Metal 2:
(1 px per um)
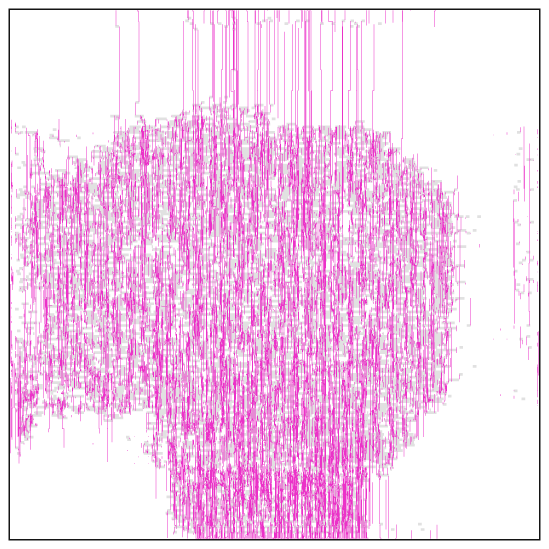
Zoomed window:
Region (245, 245) to (285, 285) um. Cells in gray, sequential cells in the stronger gray; small squares are vias.
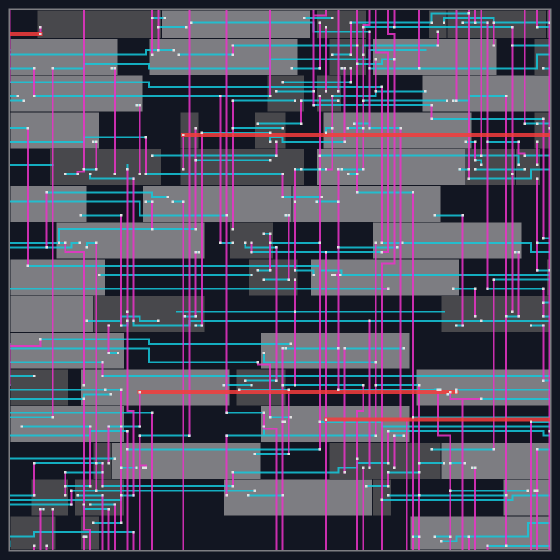
--- src/rtl/spmv_mem_arbiter.sv ---
// spmv_mem_arbiter: shares the PE memory port between MAC stores, x-vector cache
// loads and matrix decoder loads. Fixed priority with a starvation override, a
// write-pointer store address generator, load tag encoding, and an output queue
// that absorbs the registered memory stall.
// Optional build macro SPMV_ARB_PERF_EN adds 32-bit traffic/stall counters.
module spmv_mem_arbiter #(
  parameter int OUT_DEPTH    = 16,
  parameter int STARVE_LIMIT = 8
) (
  input  logic        clk,
  input  logic        rst,
  input  logic        st_valid,
  input  logic [63:0] st_data,
  output logic        st_ready,
  input  logic        cache_valid,
  input  logic [47:0] cache_addr,
  output logic        cache_ready,
  input  logic        dec_valid,
  input  logic [47:0] dec_addr,
  input  logic [1:0]  dec_tag,
  output logic        dec_ready,
  input  logic        wp_load,
  input  logic [47:0] wp_base,
  input  logic [47:0] wp_end,
  output logic        req_mem_ld,
  output logic        req_mem_st,
  output logic [47:0] req_mem_addr,
  output logic [63:0] req_mem_d_or_tag,
  input  logic        req_mem_stall,
  output logic        idle
`ifdef SPMV_ARB_PERF_EN
  ,
  output logic [31:0] perf_st,
  output logic [31:0] perf_ld,
  output logic [31:0] perf_drop,
  output logic [31:0] perf_stall_cyc
`endif
);

  localparam int PW = $clog2(OUT_DEPTH);
  localparam int CW = PW + 1;
  localparam int SW = $clog2(STARVE_LIMIT + 1);
  localparam logic [SW-1:0] STARVE_MAX = SW'(STARVE_LIMIT);
  // Two entries of slack cover the grant already in flight when the queue fills.
  localparam logic [CW-1:0] GRANT_MAX  = CW'(OUT_DEPTH - 3);
  localparam logic [CW-1:0] FULL_CNT   = CW'(OUT_DEPTH);

  typedef struct packed {
    logic        ld;
    logic        st;
    logic [47:0] addr;
    logic [63:0] data;
  } q_ent_t;

  q_ent_t          q_mem [OUT_DEPTH];
  logic [PW-1:0]   wr_ptr, rd_ptr;
  logic [CW-1:0]   count;
  logic [SW-1:0]   cache_starve, dec_starve;
  logic [47:0]     wp, wp_end_r;
  logic            stall_r;
  logic            grant_st, grant_c, grant_d;
  logic            st_live, enq, deq;
  q_ent_t          enq_ent;

  assign st_ready    = grant_st;
  assign cache_ready = grant_c;
  assign dec_ready   = grant_d;
  assign st_live     = grant_st && (wp != wp_end_r);
  assign enq         = st_live || grant_c || grant_d;
  assign deq         = (count != '0) && !stall_r;
  assign idle        = !st_valid && !cache_valid && !dec_valid && (count == '0)
                       && !req_mem_ld && !req_mem_st;

  // One grant per cycle: starved decoder, starved cache, then store > cache > decoder.
  always_comb begin
    grant_st = 1'b0;
    grant_c  = 1'b0;
    grant_d  = 1'b0;
    if (!rst && (count <= GRANT_MAX)) begin
      if (dec_valid && (dec_starve == STARVE_MAX))          grant_d  = 1'b1;
      else if (cache_valid && (cache_starve == STARVE_MAX)) grant_c  = 1'b1;
      else if (st_valid)                                    grant_st = 1'b1;
      else if (cache_valid)                                 grant_c  = 1'b1;
      else if (dec_valid)                                   grant_d  = 1'b1;
    end
  end

  // Build the queue entry for the granted requester; loads carry their response tag.
  always_comb begin
    enq_ent = '0;
    if (st_live) begin
      enq_ent.st   = 1'b1;
      enq_ent.addr = wp;
      enq_ent.data = st_data;
    end else if (grant_c) begin
      enq_ent.ld   = 1'b1;
      enq_ent.addr = cache_addr;
      enq_ent.data = 64'h1;
    end else if (grant_d) begin
      enq_ent.ld   = 1'b1;
      enq_ent.addr = dec_addr;
      enq_ent.data = {61'b0, dec_tag, 1'b0};
    end
  end

  // Starvation counters: count passed-over cycles, saturate, clear on own grant.
  always_ff @(posedge clk or posedge rst) begin
    if (rst) begin
      cache_starve <= '0;
      dec_starve   <= '0;
    end else begin
      if (grant_c)                                        cache_starve <= '0;
      else if (cache_valid && (cache_starve != STARVE_MAX)) cache_starve <= cache_starve + SW'(1);
      if (grant_d)                                        dec_starve <= '0;
      else if (dec_valid && (dec_starve != STARVE_MAX))   dec_starve <= dec_starve + SW'(1);
    end
  end

  // Store write pointer; a reload overrides the increment of a same-cycle store.
  always_ff @(posedge clk or posedge rst) begin
    if (rst) begin
      wp       <= '0;
      wp_end_r <= '0;
    end else if (wp_load) begin
      wp       <= wp_base;
      wp_end_r <= wp_end;
    end else if (st_live) begin
      wp       <= wp + 48'd8;
    end
  end

  // Queue storage carries data only, so it is left out of reset.
  always_ff @(posedge clk) begin
    if (enq) q_mem[wr_ptr] <= enq_ent;
  end

  // Queue pointers, occupancy and the registered stall.
  always_ff @(posedge clk or posedge rst) begin
    if (rst) begin
      wr_ptr  <= '0;
      rd_ptr  <= '0;
      count   <= '0;
      stall_r <= 1'b0;
    end else begin
      stall_r <= req_mem_stall;
      if (enq) wr_ptr <= wr_ptr + PW'(1);
      if (deq) rd_ptr <= rd_ptr + PW'(1);
      case ({enq, deq})
        2'b10:   count <= count + CW'(1);
        2'b01:   count <= count - CW'(1);
        default: count <= count;
      endcase
    end
  end

  // Memory port register stage: strobes pulse once per dequeued entry.
  always_ff @(posedge clk or posedge rst) begin
    if (rst) begin
      req_mem_ld       <= 1'b0;
      req_mem_st       <= 1'b0;
      req_mem_addr     <= '0;
      req_mem_d_or_tag <= '0;
    end else if (deq) begin
      req_mem_ld       <= q_mem[rd_ptr].ld;
      req_mem_st       <= q_mem[rd_ptr].st;
      req_mem_addr     <= q_mem[rd_ptr].addr;
      req_mem_d_or_tag <= q_mem[rd_ptr].data;
    end else begin
      req_mem_ld       <= 1'b0;
      req_mem_st       <= 1'b0;
    end
  end

  // The grant slack should make a full-queue write impossible.
  a_no_overflow: assert property (@(posedge clk) disable iff (rst) !(enq && (count == FULL_CNT)))
    else $error("spmv_mem_arbiter: enqueue into full output queue");

`ifdef SPMV_ARB_PERF_EN
  // Traffic and stall counters, cleared with each new store window.
  always_ff @(posedge clk or posedge rst) begin
    if (rst) begin
      perf_st        <= '0;
      perf_ld        <= '0;
      perf_drop      <= '0;
      perf_stall_cyc <= '0;
    end else if (wp_load) begin
      perf_st        <= '0;
      perf_ld        <= '0;
      perf_drop      <= '0;
      perf_stall_cyc <= '0;
    end else begin
      if (st_live)                       perf_st        <= perf_st + 32'd1;
      if (grant_c || grant_d)            perf_ld        <= perf_ld + 32'd1;
      if (grant_st && !st_live)          perf_drop      <= perf_drop + 32'd1;
      if (stall_r && (count != '0))      perf_stall_cyc <= perf_stall_cyc + 32'd1;
    end
  end
`endif

endmodule

--- config.mk ---
export PLATFORM = sky130hd
export DESIGN_NAME = spmv_mem_arbiter
export DESIGN_NICKNAME = d
export VERILOG_FILES = /design/src/rtl/spmv_mem_arbiter.sv
export SDC_FILE = /design/constraint.sdc
export NUM_CORES = 2
export LEC_CHECK = 0
export CORE_MARGIN = 5
export CORE_UTILIZATION = 30
export CTS_CLUSTER_DIAMETER = 60
export CTS_CLUSTER_SIZE = 12
export DETAILED_ROUTE_END_ITERATION = 10
export HOLD_SLACK_MARGIN = 0.08
export MAX_ROUTING_LAYER = met4
export SYNTH_ARGS = -nofsm -noshare
export SYNTH_HDL_FRONTEND = slang
export SYNTH_SLANG_ARGS = --single-unit
--- constraint.sdc ---
create_clock -name clk -period 10.3 [get_ports clk]
set_input_delay 2.06 -clock clk [delete_from_list [all_inputs] [get_ports clk]]
set_output_delay 2.06 -clock clk [all_outputs]
set_load 0.01 [all_outputs]
==> impl_metrics.xml <==
<?xml version="1.0" encoding="UTF-8"?>
<metrics>
  <group name="job">
    <metric name="cap_violations" unit="">0</metric>
  </group>
  <group name="clock_network">
    <metric name="tritoncts" unit="">yes</metric>
    <metric name="cts-hold-fix-buffers" unit="">0</metric>
    <metric name="cts.path.max_buffers" unit="">3</metric>
    <metric name="clock-root-buffer" unit="">clkbuf_16</metric>
    <metric name="cts_resized" unit="">0</metric>
    <metric name="clkLatencyLatePin" unit="ps">830</metric>
    <metric name="numClockSinks" unit="">2056</metric>
  </group>
  <group name="placement">
    <metric name="dp_slack" unit="ps">2878</metric>
    <metric name="dp.cells" unit="">7978</metric>
    <metric name="portBuffers" unit="">382</metric>
  </group>
  <group name="worst_setup_path">
    <metric name="timing.critical_path.buf_inv" unit="">3</metric>
    <metric name="worstReg2RegStart" unit="">count[2]</metric>
    <metric name="top_fanout_value_on_the_critical_path" unit="">7</metric>
    <metric name="cp.arrival" unit="ps">4850</metric>
    <metric name="r2r.worst_path.cells" unit="">10</metric>
    <metric name="cp_slowest_cell" unit="">nand3_1</metric>
    <metric name="crit_path_cell_trace" unit="">clkdlybuf4s50_1 &gt; a311oi_1 &gt; o21a_1 &gt; nand3_1 &gt; inv_2 &gt; clkdlybuf4s50_1</metric>
  </group>
  <group name="final_layout">
    <metric name="area_share_clock_buf_inv" unit="%">6.208</metric>
    <metric name="drive_gt1_share" unit="%">17.48</metric>
    <metric name="largest_reg_flops" unit="">1824</metric>
    <metric name="layout_top_registers" unit="">q_mem: 1824 flops, req_mem_d_or_tag: 64 flops</metric>
    <metric name="final-comb-area" unit="um2">19050</metric>
    <metric name="comb_area_share" unit="%">20.07</metric>
    <metric name="final_cell_mix" unit="">edfxtp_1, clkdlybuf4s50_1, mux4_2</metric>
    <metric name="registers.top_by_ff_count" unit="">q_mem</metric>
    <metric name="seq_area" unit="um2">60590</metric>
    <metric name="sequential_cell_total" unit="">2056</metric>
    <metric name="area_growth" unit="%">17.47</metric>
    <metric name="sh_seq_area" unit="%">63.83</metric>
    <metric name="buffers_excl_clock" unit="">455</metric>
    <metric name="n_all_inverters" unit="">75</metric>
    <metric name="antennaDiodeCount" unit="">10</metric>
  </group>
  <group name="sta">
    <metric name="fin_crit_sh" unit="%">67.04</metric>
    <metric name="final.min_clock_period" unit="ps">6906</metric>
    <metric name="fin_worst_skew" unit="ps">49.29</metric>
    <metric name="slew_violations" unit="">0</metric>
    <metric name="timing.setup.tns" unit="ps">0</metric>
    <metric name="unrepaired_setup_endpoints_after_global_routing" unit="">no</metric>
    <metric name="max-slew-margin-rel" unit="%">11.80</metric>
    <metric name="finalSetupViolCount" unit="">0</metric>
  </group>
  <group name="global_route">
    <metric name="grt_pass1_vias" unit="">43030</metric>
    <metric name="grt.met3_usage" unit="%">2.700</metric>
    <metric name="grt_start_max_net_pins" unit="">127</metric>
    <metric name="grt_use_total" unit="%">16.65</metric>
    <metric name="global_route.usage.met1" unit="%">22.25</metric>
    <metric name="global_route.peak_usage_layer" unit="">met2</metric>
  </group>
  <group name="power_and_ir_drop">
    <metric name="p_sw" unit="mW">7.439</metric>
    <metric name="power_frac_comb" unit="%">27.5</metric>
    <metric name="switching_share" unit="%">30.85</metric>
    <metric name="report.power.total" unit="mW">24.11</metric>
    <metric name="power.density" unit="nW/um2">254.0</metric>
    <metric name="vdd_drop_max" unit="uV">212.0</metric>
    <metric name="cell_internal_pwr" unit="mW">16.67</metric>
  </group>
  <group name="yosys">
    <metric name="post_synth_most_frequent_cells" unit="">edfxtp_1, mux4_2, nand2_1, dfrtp_1, mux2i_1</metric>
    <metric name="yosys-stat-area" unit="um2">80820</metric>
    <metric name="yosys.area_share.aoi" unit="%">4.745</metric>
    <metric name="synth-seq-area-share" unit="%">74.96</metric>
    <metric name="topCombFamilyByArea" unit="">multiplexers</metric>
    <metric name="postSynthNetCount" unit="">4505</metric>
    <metric name="ys_cells" unit="">4226</metric>
    <metric name="synthDominantCellAreaShare" unit="%">67.77</metric>
    <metric name="ys_dominant_reg_cell" unit="">edfxtp_1</metric>
    <metric name="synth-seq-cells" unit="">2056</metric>
    <metric name="synth-edff-count" unit="">1824</metric>
    <metric name="synthesis.instances" unit="">4226</metric>
    <metric name="synth_warnings" unit="">0</metric>
    <metric name="post_synth_and_or_nand_nor_area_fraction" unit="%">3.041</metric>
  </group>
  <group name="floorplan">
    <metric name="core_region_area" unit="um2">268200</metric>
    <metric name="die.size.y" unit="um">529.0</metric>
    <metric name="initial_core_util" unit="%">30.14</metric>
    <metric name="die_x" unit="um">529.0</metric>
    <metric name="floorplan.rows" unit="">190</metric>
  </group>
  <group name="routing">
    <metric name="met2WireLength" unit="mm">111.5</metric>
    <metric name="post-route-drc-count" unit="">0</metric>
    <metric name="route.antenna.remaining_nets" unit="">0</metric>
    <metric name="met3_wirelength" unit="mm">14.65</metric>
    <metric name="wirelength_met1" unit="mm">98.37</metric>
  </group>
  <group name="status">
    <metric name="status" unit="">finished, final reports clean</metric>
  </group>
  <group name="worst_hold_path">
    <metric name="hold_path.class" unit="">register to register</metric>
    <metric name="worst_hold_path.num_cells" unit="">2</metric>
  </group>
</metrics>
About 'metal 2':
nets with wire on the layer: 4,304
longest straight run: 218 um
share of all routed wire: 48%
met2 track utilization from global routing: 26.47%
number of vias after detailed routing: 42,730

About 'zoomed window':
| layer | color |
|---|---|
| metal 2 | magenta |
| metal 1 | cyan |
| metal 3 | red |
cells with their middle in the window: 52
netlist names of flops here include: q_mem (25), req_mem_addr (2)
most frequent: edfxtp_1 (25), mux2i_1 (5), mux4_2 (4)
sequential cells in the window: 27

